File: config.mk
export PLATFORM = sky130hd
export DESIGN_NAME = br_resolve_unit_flat
export DESIGN_NICKNAME = d
export VERILOG_FILES = /design/src/rtl/br_resolve_unit_pkg.sv /design/src/rtl/br_resolve_unit_if.sv /design/src/rtl/br_resolve_unit_pred_fifo.sv /design/src/rtl/br_resolve_unit.sv /design/src/flat_wrapper.sv
export SDC_FILE = /design/constraint.sdc
export NUM_CORES = 1
export LEC_CHECK = 0
export CAP_MARGIN = 20
export CORE_MARGIN = 2
export CORE_UTILIZATION = 30
export DETAILED_ROUTE_END_ITERATION = 8
export SLEW_MARGIN = 40
export SYNTH_ARGS = -nofsm -noshare
export SYNTH_HDL_FRONTEND = slang
export SYNTH_HIERARCHICAL = 1
export SYNTH_SLANG_ARGS = --single-unit
File: constraint.sdc
create_clock -name clk -period 14.3 [get_ports clk]
set_input_delay 4.29 -clock clk [delete_from_list [all_inputs] [get_ports clk]]
set_output_delay 4.29 -clock clk [all_outputs]
set_load 0.01 [all_outputs]
File: src/rtl/br_resolve_unit_pkg.sv
// Shared types for the branch resolve unit: opcodes, flush FSM encoding, queued prediction entry.
package br_pkg;

  localparam logic [5:0] OP_BEQ = 6'b101000;
  localparam logic [5:0] OP_BNE = 6'b101001;

  typedef enum logic {
    IDLE     = 1'b0,
    FLUSHING = 1'b1
  } br_state_e;

  typedef struct packed {
    logic        pred_taken;
    logic [31:0] pc_4;
    logic [31:0] target;
  } br_entry_t;

  function automatic logic br_is_legal(input logic [5:0] op);
    return (op == OP_BEQ) || (op == OP_BNE);
  endfunction

  // BNE is the inverse of the equality compare; anything else resolves not-taken.
  function automatic logic br_outcome(input logic [5:0] op, input logic [31:0] rs,
                                      input logic [31:0] rt);
    logic taken;
    case (op)
      OP_BEQ:  taken = (rs == rt);
      OP_BNE:  taken = (rs != rt);
      default: taken = 1'b0;
    endcase
    return taken;
  endfunction

endpackage

File: src/rtl/br_resolve_unit_if.sv
// Bundle of the IF push channel, the EX resolve channel and the unit's feedback outputs.
interface br_resolve_unit_if;

  logic        push_valid;
  logic        push_pred_taken;
  logic [31:0] push_pc_4;
  logic [31:0] push_target;
  logic        ex_valid;
  logic [5:0]  ex_op;
  logic [31:0] ex_rs;
  logic [31:0] ex_rt;
  logic        is_br_ex;
  logic        branch_ex;
  logic        flush;
  logic [31:0] redirect_pc;
  logic        q_full;
  logic        err;
  logic [31:0] br_total;
  logic [31:0] br_miss;

  modport master (
    output push_valid, push_pred_taken, push_pc_4, push_target,
    output ex_valid, ex_op, ex_rs, ex_rt,
    input  is_br_ex, branch_ex, flush, redirect_pc, q_full, err, br_total, br_miss
  );

  modport slave (
    input  push_valid, push_pred_taken, push_pc_4, push_target,
    input  ex_valid, ex_op, ex_rs, ex_rt,
    output is_br_ex, branch_ex, flush, redirect_pc, q_full, err, br_total, br_miss
  );

endinterface

File: src/rtl/br_resolve_unit_pred_fifo.sv
// Synchronous FIFO of pending branch predictions; clear empties it in one edge.
module br_pred_fifo
  import br_pkg::*;
#(
  parameter int DEPTH = 4
) (
  input  logic      clk,
  input  logic      rst_n,
  input  logic      push,
  input  logic      pop,
  input  logic      clear,
  input  br_entry_t push_entry,
  output br_entry_t head,
  output logic      full,
  output logic      empty
);

  localparam int AW = $clog2(DEPTH);

  br_entry_t        mem_r [DEPTH];
  logic [AW-1:0]    wr_ptr_r;
  logic [AW-1:0]    rd_ptr_r;
  logic [AW:0]      count_r;

  assign full  = (count_r == (AW+1)'(DEPTH));
  assign empty = (count_r == '0);
  assign head  = mem_r[rd_ptr_r];

  // Entry storage; contents are don't-care until written.
  always_ff @(posedge clk) begin
    if (push) begin
      mem_r[wr_ptr_r] <= push_entry;
    end
  end

  // Pointers and occupancy; clear drops every entry including a same-cycle push.
  always_ff @(posedge clk) begin
    if (!rst_n) begin
      wr_ptr_r <= '0;
      rd_ptr_r <= '0;
      count_r  <= '0;
    end else if (clear) begin
      wr_ptr_r <= '0;
      rd_ptr_r <= '0;
      count_r  <= '0;
    end else begin
      if (push) begin
        wr_ptr_r <= wr_ptr_r + AW'(1);
      end
      if (pop) begin
        rd_ptr_r <= rd_ptr_r + AW'(1);
      end
      case ({push, pop})
        2'b10:   count_r <= count_r + (AW+1)'(1);
        2'b01:   count_r <= count_r - (AW+1)'(1);
        default: count_r <= count_r;
      endcase
    end
  end

endmodule

File: src/rtl/br_resolve_unit.sv
// EX-stage branch resolver: checks queued IF predictions and flushes/redirects on mispredict.
// Optional statistics counters are built when BR_RESOLVE_STATS_EN is defined.
module br_resolve_unit
  import br_pkg::*;
#(
  parameter int DEPTH        = 4,
  parameter int FLUSH_CYCLES = 2
) (
  input logic               clk,
  input logic               rst_n,
  br_resolve_unit_if.slave  bus
);

  localparam int CW = $clog2(FLUSH_CYCLES) + 1;

  br_state_e   state_r, state_nx_s;
  logic [CW-1:0] cnt_r, cnt_nx_s;
  logic        flush_r, flush_nx_s;
  logic [31:0] redirect_r, redirect_nx_s;
  logic        err_r;

  br_entry_t   head_s, push_entry_s;
  logic        full_s, empty_s;
  logic        idle_s, legal_s, outcome_s, resolve_s;
  logic        mispredict_s, pop_s, push_s, err_set_s;

  br_pred_fifo #(.DEPTH(DEPTH)) u_fifo (
    .clk        (clk),
    .rst_n      (rst_n),
    .push       (push_s),
    .pop        (pop_s),
    .clear      (mispredict_s),
    .push_entry (push_entry_s),
    .head       (head_s),
    .full       (full_s),
    .empty      (empty_s)
  );

  // Resolve datapath; an empty queue reads as a not-taken prediction and never flushes.
  always_comb begin
    idle_s       = (state_r == IDLE);
    legal_s      = br_is_legal(bus.ex_op);
    outcome_s    = br_outcome(bus.ex_op, bus.ex_rs, bus.ex_rt);
    resolve_s    = idle_s & bus.ex_valid & legal_s;
    mispredict_s = resolve_s & ~empty_s & (head_s.pred_taken ^ outcome_s);
    pop_s        = resolve_s & ~empty_s;
    push_s       = idle_s & bus.push_valid & (~full_s | pop_s) & ~mispredict_s;
    err_set_s    = idle_s & bus.ex_valid & (~legal_s | empty_s);
    push_entry_s = '{pred_taken: bus.push_pred_taken,
                     pc_4:       bus.push_pc_4,
                     target:     bus.push_target};
  end

  // Flush FSM state register plus the registered flush/redirect/error outputs.
  always_ff @(posedge clk) begin
    if (!rst_n) begin
      state_r    <= IDLE;
      cnt_r      <= '0;
      flush_r    <= 1'b0;
      redirect_r <= 32'h0000_0000;
      err_r      <= 1'b0;
    end else begin
      state_r    <= state_nx_s;
      cnt_r      <= cnt_nx_s;
      flush_r    <= flush_nx_s;
      redirect_r <= redirect_nx_s;
      err_r      <= err_r | err_set_s;
    end
  end

  // Next-state logic: hold FLUSHING for exactly FLUSH_CYCLES cycles.
  always_comb begin
    state_nx_s = state_r;
    cnt_nx_s   = cnt_r;
    case (state_r)
      IDLE: begin
        if (mispredict_s) begin
          state_nx_s = FLUSHING;
          cnt_nx_s   = CW'(FLUSH_CYCLES - 1);
        end else begin
          state_nx_s = IDLE;
        end
      end
      FLUSHING: begin
        if (cnt_r == '0) begin
          state_nx_s = IDLE;
        end else begin
          cnt_nx_s = cnt_r - CW'(1);
        end
      end
      default: begin
        state_nx_s = IDLE;
        cnt_nx_s   = '0;
      end
    endcase
  end

  // Output decode for the next cycle; redirect latches the actual-path PC.
  always_comb begin
    flush_nx_s = (state_nx_s == FLUSHING);
    if (mispredict_s) begin
      redirect_nx_s = outcome_s ? head_s.target : head_s.pc_4;
    end else begin
      redirect_nx_s = redirect_r;
    end
  end

  assign bus.is_br_ex    = resolve_s;
  assign bus.branch_ex   = resolve_s & outcome_s;
  assign bus.flush       = flush_r;
  assign bus.redirect_pc = redirect_r;
  assign bus.q_full      = full_s;
  assign bus.err         = err_r;

`ifdef BR_RESOLVE_STATS_EN
  logic [31:0] total_r;
  logic [31:0] miss_r;

  // Statistics counters, free-running modulo 2^32.
  always_ff @(posedge clk) begin
    if (!rst_n) begin
      total_r <= 32'h0000_0000;
      miss_r  <= 32'h0000_0000;
    end else begin
      total_r <= total_r + {31'h0, resolve_s};
      miss_r  <= miss_r + {31'h0, mispredict_s};
    end
  end

  assign bus.br_total = total_r;
  assign bus.br_miss  = miss_r;
`else
  assign bus.br_total = 32'h0000_0000;
  assign bus.br_miss  = 32'h0000_0000;
`endif

endmodule
File: src/flat_wrapper.sv
// flat-port wrapper written by rule: the top's interface ports become plain ports
module br_resolve_unit_flat import br_pkg::*;
#(
  parameter int DEPTH        = 4,
  parameter int FLUSH_CYCLES = 2
)
  (clk, rst_n, bus_push_valid, bus_push_pred_taken, bus_push_pc_4, bus_push_target, bus_ex_valid, bus_ex_op, bus_ex_rs, bus_ex_rt, bus_is_br_ex, bus_branch_ex, bus_flush, bus_redirect_pc, bus_q_full, bus_err, bus_br_total, bus_br_miss);
  br_resolve_unit_if bus_i ();
  input logic clk;
  input logic rst_n;
  input wire logic [$bits(bus_i.push_valid)-1:0] bus_push_valid;
  input wire logic [$bits(bus_i.push_pred_taken)-1:0] bus_push_pred_taken;
  input wire logic [$bits(bus_i.push_pc_4)-1:0] bus_push_pc_4;
  input wire logic [$bits(bus_i.push_target)-1:0] bus_push_target;
  input wire logic [$bits(bus_i.ex_valid)-1:0] bus_ex_valid;
  input wire logic [$bits(bus_i.ex_op)-1:0] bus_ex_op;
  input wire logic [$bits(bus_i.ex_rs)-1:0] bus_ex_rs;
  input wire logic [$bits(bus_i.ex_rt)-1:0] bus_ex_rt;
  output wire logic [$bits(bus_i.is_br_ex)-1:0] bus_is_br_ex;
  output wire logic [$bits(bus_i.branch_ex)-1:0] bus_branch_ex;
  output wire logic [$bits(bus_i.flush)-1:0] bus_flush;
  output wire logic [$bits(bus_i.redirect_pc)-1:0] bus_redirect_pc;
  output wire logic [$bits(bus_i.q_full)-1:0] bus_q_full;
  output wire logic [$bits(bus_i.err)-1:0] bus_err;
  output wire logic [$bits(bus_i.br_total)-1:0] bus_br_total;
  output wire logic [$bits(bus_i.br_miss)-1:0] bus_br_miss;
  assign bus_i.push_valid = bus_push_valid;
  assign bus_i.push_pred_taken = bus_push_pred_taken;
  assign bus_i.push_pc_4 = bus_push_pc_4;
  assign bus_i.push_target = bus_push_target;
  assign bus_i.ex_valid = bus_ex_valid;
  assign bus_i.ex_op = bus_ex_op;
  assign bus_i.ex_rs = bus_ex_rs;
  assign bus_i.ex_rt = bus_ex_rt;
  assign bus_is_br_ex = bus_i.is_br_ex;
  assign bus_branch_ex = bus_i.branch_ex;
  assign bus_flush = bus_i.flush;
  assign bus_redirect_pc = bus_i.redirect_pc;
  assign bus_q_full = bus_i.q_full;
  assign bus_err = bus_i.err;
  assign bus_br_total = bus_i.br_total;
  assign bus_br_miss = bus_i.br_miss;
  br_resolve_unit #(.DEPTH(DEPTH), .FLUSH_CYCLES(FLUSH_CYCLES)) u_core (.clk(clk), .rst_n(rst_n), .bus(bus_i));
endmodule
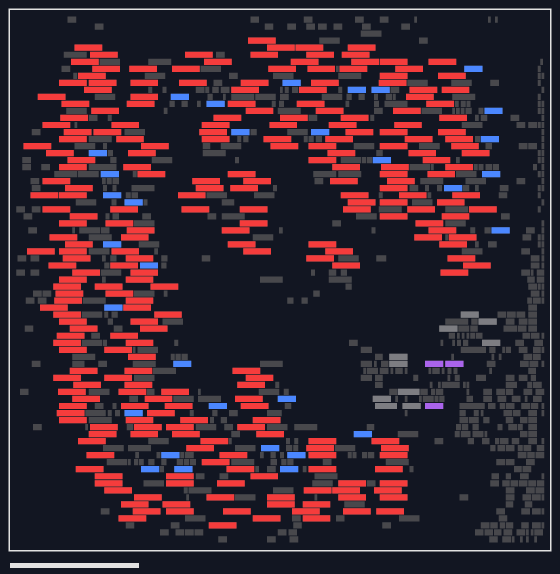
Run 1: where the registers sit
Scale bar: 50 um. Other sequential cells in the stronger grey, the rest of the logic in the fainter grey.
legend:
  `u_core/u_fifo/mem_r`:
    colour: red
    sequential_cells: 260
    where: spread over the die
  `u_core/u_fifo/count_r`:
    colour: purple
    sequential_cells: 3
  `u_core/bus.redirect_pc`:
    colour: blue
    sequential_cells: 32
    where: spread over the die

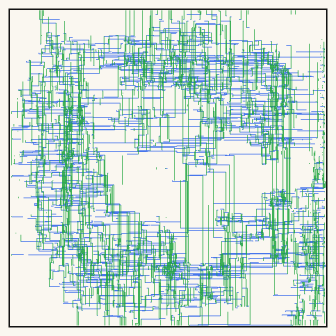
Run 1: routed metal, one colour a layer
Two of the layers only.
legend:
  metal 2:
    colour: green
    wire_length: 15200 um
  metal 1:
    colour: blue
    wire_length: 13300 um

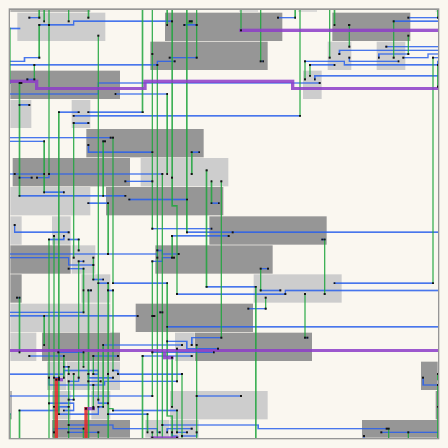
Run 1: zoomed window
Window x 32 to 72, y 137 to 177 um. Cells in grey, sequential cells in the stronger grey; small squares are vias.
legend:
  metal 3:
    colour: purple
  metal 4:
    colour: red
  metal 2:
    colour: green
  metal 1:
    colour: blue
most frequent: edfxtp_1 (11)
netlist names of flops here include: `u_core/u_fifo/mem_r` (11), `u_core/bus.redirect_pc` (4)
cells with their middle in the window: 37
sequential cells in the window: 15

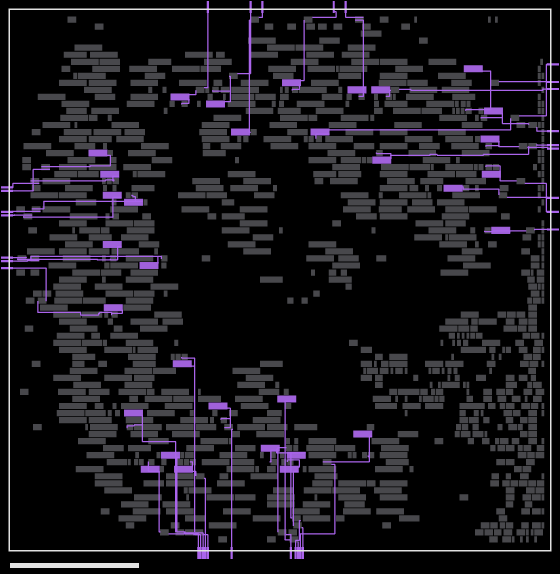
Run 1: port wiring
Scale bar: 50 um.
legend:
  `bus_redirect_pc`:
    colour: purple
    direction: output
    end_cells: 32
    buffers: 32
    wire: 1700 um

run 1: cells in the final DEF (no fill, tap or decap), types with 2 or more instances in the layout:
master,synthesis,final
sky130_fd_sc_hd__ha_1,6,6
sky130_fd_sc_hd__clkbuf_8,0,2
sky130_fd_sc_hd__mux4_2,65,65
sky130_fd_sc_hd__o21a_1,3,3
sky130_fd_sc_hd__inv_1,10,10
sky130_fd_sc_hd__a2111oi_4,2,2
sky130_fd_sc_hd__dfxtp_1,45,43
sky130_fd_sc_hd__edfxtp_1,260,260
sky130_fd_sc_hd__o31ai_1,32,32
sky130_fd_sc_hd__clkbuf_1,23,13
sky130_fd_sc_hd__a31oi_1,32,32
sky130_fd_sc_hd__o21ai_0,33,33
sky130_fd_sc_hd__nand2b_1,3,3
sky130_fd_sc_hd__clkbuf_16,0,34
sky130_fd_sc_hd__clkinv_2,0,4
sky130_fd_sc_hd__nor2_1,13,13
sky130_fd_sc_hd__xnor2_1,3,3
sky130_fd_sc_hd__nor4_1,9,8
sky130_fd_sc_hd__conb_1,1,64
sky130_fd_sc_hd__and2_4,0,4
sky130_fd_sc_hd__inv_6,0,3
sky130_fd_sc_hd__dfxtp_4,0,2
sky130_fd_sc_hd__clkinv_1,0,4
sky130_fd_sc_hd__clkdlybuf4s50_1,0,174
sky130_fd_sc_hd__buf_4,65,11
sky130_fd_sc_hd__nand3_1,32,32
sky130_fd_sc_hd__nand2_1,4,4
sky130_fd_sc_hd__nor3_1,3,3
sky130_fd_sc_hd__a21oi_1,2,2
sky130_fd_sc_hd__nor2b_1,3,3
sky130_fd_sc_hd__xor2_1,35,35
==> results.txt, run 1 <==
Entry: Yosys synthesis followed by OpenROAD place and route.

Outcome:
- The flow ran to the end, and the final reports show no timing, DRC or antenna violations.

Pwr:
- The power report attributes to the combinational group a share of 0.067.
- The run puts the power in sequential cells at 0.00102 W.
- Per the OpenROAD power report, leakage power amounts to 5.22 nW.
- The run puts the total net switching power at 0.000417 W.
- The run puts the power share of the sequential group at 0.518.
- The worst VDD IR drop from the latest analysis is 0.0766 mV.
- The run puts the power per cell area at 125 mW/mm^2.

Worst setup path:
- The run puts the maximum single-stage delay on the critical path at 590 ps.
- STA shows the worst reg2reg path with a cell count of 8.
- STA classifies the critical path startpoint as an input port.
- The report shows a maximum critical-path fanout of 7.
- The OpenROAD report gives the critical path a data arrival time of 6710 ps.
- The run puts the number of logic stages on the critical path including buffering at 8.
- The run gives the critical path class as input port to output port.
- The timing report shows the most common cell along the critical path to be sky130_fd_sc_hd__clkdlybuf4s50_1.
- The run gives the start point of the critical path as bus_ex_rt[31].
- Per the timing report, the most critical flop-to-flop path finishes at u_core/u_fifo/mem_r[2][7].

CTS:
- After clock tree synthesis, the flow added hold-fix buffers numbering 0.
- The longest clock path from root to sink contains 3 buffers.
- The clock drives 305 sinks.
- In this run the clock root is driven by a sky130_fd_sc_hd__clkbuf_16.
- After clock tree synthesis, the setup repair step added 0 buffers.
- The run gives the clock transition time at the flip-flop clock pins of the worst setup and hold paths as 50 ps.
- The run puts the number of gates given a new drive strength after cts at 0.
- TritonCTS built the clock tree.

Hold path:
- The run puts the cell depth of the worst hold path at 1.

Finish:
- The run puts the layout filler cell count at 3888.
- After the last flow step, the layout net total stands at 1049.
- The run puts the share of layout cells above drive strength 1 at 0.150.
- The area taken by multi-input combinational cells is reported as 0.00334 mm^2.
- The run puts the post-route cell area at 0.0156 mm^2.
- The run puts the total area of sequential cells at 0.00872 mm^2.
- The run puts the combinational gate count at 365.
- The register with the most flip-flops in the layout has 260 of them.
- The run gives the register with the most flip-flops as u_core/u_fifo/mem_r.
- The run gives the number of sequential storage elements as 305.

Yosys:
- The most frequently used library cell after synthesis is sky130_fd_sc_hd__edfxtp_1.
- The run gives the instance tally after logic synthesis as 725.
- The run puts the sequential cell area fraction in the yosys report at 0.690.
- The run gives the cell accounting for the most synthesized area as sky130_fd_sc_hd__edfxtp_1.
- Of the post-synthesis cell area, the part taken by muxes is 0.117.
- The synthesized design contains 260 enable-type register cells.
- The run puts the number of unique standard cell types used by synthesis at 43.
- The run gives the fraction of the mapped netlist area in simple logic gates as 0.0350.
- The run puts the area share of the largest cell type after synthesis at 0.619.
- The run gives the count of state elements after synthesis as 305.
- A synthesized cell averages 17.4 um^2.
- For reference, the top cells by area after synthesis are sky130_fd_sc_hd__edfxtp_1 (62%), sky130_fd_sc_hd__mux4_2 (12%), sky130_fd_sc_hd__dfxtp_1 (7.1%).

Timing:
- For the finished layout, the period the worst path requires is 11000 ps.
- The run gives the final worst clock skew as 12.1 ps.
- The run gives the count of endpoints failing hold in the final timing report as 0.
- The run puts the final-report setup violation count at 0.
- The run puts the worst slew slack as a fraction of its limit at 0.528.
- The run gives the actual transition at the worst max-transition pin as 709 ps.
- Setup repair after global routing left no endpoint under its margin.
- The run puts the fraction of the cycle the final worst path needs at 0.769.

Drt:
- In this run the top signal layer used is met5.
- The run gives the routed metal-1 wirelength as 13300 um.
- The run gives the total length of routed wires as 31400 um.
- The run gives the met3 layer wire length in the routed design as 2170 um.
- Per the detail_route report, vias per standard cell equal 4.79.
- The run gives the post-detailed-route count of antenna-violating nets as 0.
- The run gives the iteration-0 DRC count of the detailed router as 496.

Floorplan:
- The run puts the core utilization before placement at 0.302.
- After floorplanning, the die was sized to cover 0.0437 mm^2.
- The floorplan report gives the top-level pin count as 240.
- The report lists the number of standard-cell rows as 75.

Placement:
- The run puts the quantity of I/O buffers inserted on ports at 175.
- The run puts the cell area after placement at 0.0146 mm^2.
- The run puts the number of cells in the design after placement at 1406.
- For this run the detailed placement stage logged an HPWL of 17900 um.

Job:
- Across the run, the number of max-cap violations was 0.

GRT:
- The run puts the met3 layer usage reported by global route at 0.0361.
- The run gives the most heavily used metal layer in global routing as met2.
Run 1, clock nets:
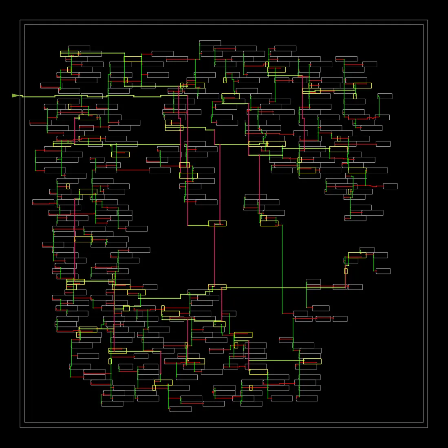

==> run 2, diff against run 1 <==
- clock period: 14.3 -> 8.9 ns (I/O delays scaled with it)
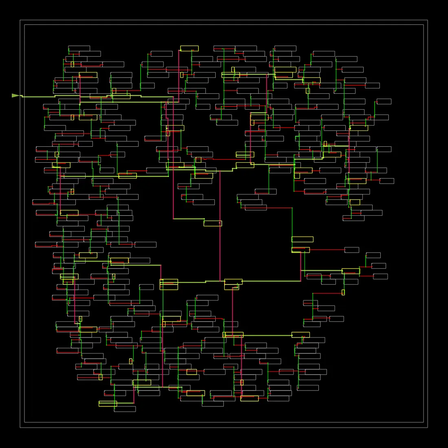
Run 2: clock nets
# clk buffers: 49
Worst-Skew Late Latency: 510 ps
# clock sinks: 305
Fin Clk Skew: 23.5 ps
Seq Cell Count: 305

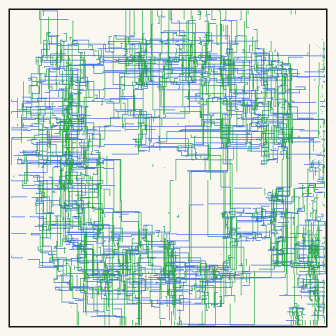
Run 2: routed metal, one colour a layer
Two of the layers only.
legend:
  metal 1:
    colour: blue
    wire_length: 13100 um
  metal 2:
    colour: green
    wire_length: 15100 um

==> results.txt, run 2 <==
Entry: Yosys synthesis followed by OpenROAD place and route.

Yosys:
- The run gives the library cell with the highest instance count after synthesis as sky130_fd_sc_hd__edfxtp_1 (unchanged).
- The run puts the area share of the largest cell type after synthesis at 0.619 (unchanged).
- The number of flops mapped to enable cells by yosys was 260 (unchanged).
- The run puts the sequential cell area fraction in the yosys report at 0.690 (unchanged).
- The run puts the count of state elements after synthesis at 305 (unchanged).
- The run puts the number of unique standard cell types used by synthesis at 43 (unchanged).
- The run puts the synthesized area per cell at 17.4 um^2 (unchanged).
- The run gives the fraction of the mapped netlist area in simple logic gates as 0.0350 (unchanged).
- The cell accounting for the most synthesized area was sky130_fd_sc_hd__edfxtp_1 (unchanged).
- Post-synth area hogs: sky130_fd_sc_hd__edfxtp_1 (62%), sky130_fd_sc_hd__mux4_2 (12%), sky130_fd_sc_hd__dfxtp_1 (7.1%) (unchanged).
- The run gives the portion of netlist area occupied by mux cells as 0.117 (unchanged).
- The run gives the instance tally after logic synthesis as 725 (unchanged).

Worst setup path:
- The start point of the critical path was bus_ex_rt[12] (was bus_ex_rt[31]).
- The critical path class is input port to output port (unchanged).
- The run gives the arrival time of the worst setup path as 5220 ps (was 6710 ps).
- The run gives the critical path endpoint category as an output port (unchanged).
- The type of element launching the critical path is an input port (unchanged).
- The run puts the maximum single-stage delay on the critical path at 600 ps (was 590 ps).
- The reg-to-reg endpoint was u_core/u_fifo/count_r[2] (was u_core/u_fifo/mem_r[2][7]).
- The maximum fanout encountered on the critical timing path was 7 (unchanged).
- The run gives the number of cells on the worst reg-to-reg path as 13 (was 8).
- The most used cell along the critical path is sky130_fd_sc_hd__clkdlybuf4s50_1 (unchanged).
- The number of logic stages on the critical path including buffering is 8 (unchanged).

Timing:
- RSZ-0062 raised after global routing: no (unchanged).
- The run puts the final-report setup violation count at 0 (unchanged).
- The run gives the count of endpoints failing hold in the final timing report as 0 (unchanged).
- The clock period could shrink to 7890 ps.
- The run gives the fraction of the cycle the final worst path needs as 0.886.
- The run gives the worst slew slack as a fraction of its limit as 0.580 (was 0.528).

CTS:
- The run gives the clock root buffer master as sky130_fd_sc_hd__clkbuf_16 (unchanged).
- The run puts the number of gates given a new drive strength after cts at 0 (unchanged).
- The buffer depth of the longest clock path came to 3 (unchanged).
- The run gives the TritonCTS buffer count as 35 (was 34).
- The run puts the clock transition time at the flip-flop clock pins of the worst setup and hold paths at 50 ps (about the same).
- The number of setup buffers added after CTS is 0 (unchanged).
- The run gives the clock tree from TritonCTS as built (unchanged).
- The number of buffers inserted by hold repair at cts came to 0 (unchanged).

Finish:
- The run gives the register with the most flip-flops as u_core/u_fifo/mem_r (unchanged).
- The run gives the dominant logic cell type in the layout as sky130_fd_sc_hd__edfxtp_1 (unchanged).
- The run gives the number of nets in the final layout as 1051 (was 1049).
- The flip-flop count of the largest register after layout is 260 (unchanged).
- Highest-count cells in the layout ignoring fill and taps: sky130_fd_sc_hd__edfxtp_1 (260), sky130_fd_sc_hd__clkdlybuf4s50_1 (174), sky130_fd_sc_hd__mux4_2 (65), sky130_fd_sc_hd__conb_1 (64), sky130_fd_sc_hd__dfxtp_1 (43) (unchanged).
- The run gives the post-route cell area as 0.0158 mm^2 (was 0.0156 mm^2).
- The run puts the share of layout cells above drive strength 1 at 0.157 (was 0.150).
- The layout filler cell count came to 3880 (was 3888).

Pwr:
- The run puts the cell leakage power at 5.29 nW (was 5.22 nW).
- The run gives the worst supply voltage drop on vdd as 0.0970 mV (was 0.0766 mV).
- The run puts the power per cell area at 206 mW/mm^2 (was 125 mW/mm^2).

Floorplan:
- The core utilization before placement came to 0.302 (unchanged).
- The run puts the boundary pin count at 240 (unchanged).
- The run gives the full die area as 0.0437 mm^2 (unchanged).
- The run gives the row count as 75 (unchanged).

Drt:
- The run puts the total length of routed wires at 31100 um (was 31400 um).
- The detail-routed via count per cell came to 4.80 (was 4.79).
- The post-detailed-route count of antenna-violating nets was 0 (unchanged).
- The run gives the number of search-and-repair iterations in the first detailed-routing pass as 4 (unchanged).

Outcome:
- Result of the run: finished, final reports clean (unchanged).

Placement:
- The run gives the quantity of I/O buffers inserted on ports as 175 (unchanged).
- The run gives the cell area after placement as 0.0147 mm^2 (was 0.0146 mm^2).
- The total half-perimeter wirelength after legalization and detailed placement came to 17700 um (was 17900 um).

Job:
- The run puts the tool warning count at 29 (unchanged).
==> run 2: how the worst min path moves through the flow <==
stage | start | end
after floorplan | u_core/u_fifo/count_r[2] | u_core/u_fifo/count_r[2]
after global placement | u_core/bus.err | u_core/bus.err
after detailed placement | u_core/bus.err | u_core/bus.err
after CTS | u_core/bus.err | u_core/bus.err
after global routing | u_core/bus.err | u_core/bus.err
final | u_core/bus.err | u_core/bus.err
==> run 2: area by class of cell <==
| cell class | instances | area, um^2 | area share |
|---|---|---|---|
| repair buffers | 188 | 1900 | 0.120 |
| clock inverters | 15 | 140 | 0.00886 |
| inverters | 10 | 37.5 | 0.00237 |
| multi-input cells | 365 | 3340 | 0.211 |
| clock buffers | 49 | 1000 | 0.0633 |
| diodes | 1 | 2.50 | 0.000158 |
| well taps | 539 | 674 | 0.0427 |
| flip-flops and latches | 305 | 8720 | 0.551 |
==> run 2: where the power goes <==
group / switching [W] / total (W) / leakage, nW / internal, W
clock: 0.000559 / 0.00141 / 0.556 / 0.000848
sequential: 0.0000139 / 0.00163 / 2.75 / 0.00162
combinational: 0.000108 / 0.000214 / 1.98 / 0.000106
total: 0.000681 / 0.00325 / 5.29 / 0.00257
==> run 2: cell families after synthesis <==
kind of cell	Yosys count
AOI/OAI and AO/OA	109
xor gates and xnor gates	38
adders and majority gates	7
buffers and inverters	118
DFF	305
muxes	66
other	1
and+or+nand+nor	81
==> run 2: metrics by stage <==
stage / worst slack [ps] / instances
detailed placement: 984 / 1407
floorplan: 2220 / 788
CTS: 951 / 1471
global placement: 1040 / 1407
global route: 799 / 1472
finish: 1010 / 1472
==> run 2: layer usage <==
metal / wire, um / track usage
met1: 13100 / 0.188
met2: 15100 / 0.240
met3: 2300 / 0.0325
met4: 597 / 0.0335
met5: 30 / 0
Power figures rest on the tool's default switching activity, not on a simulated workload.
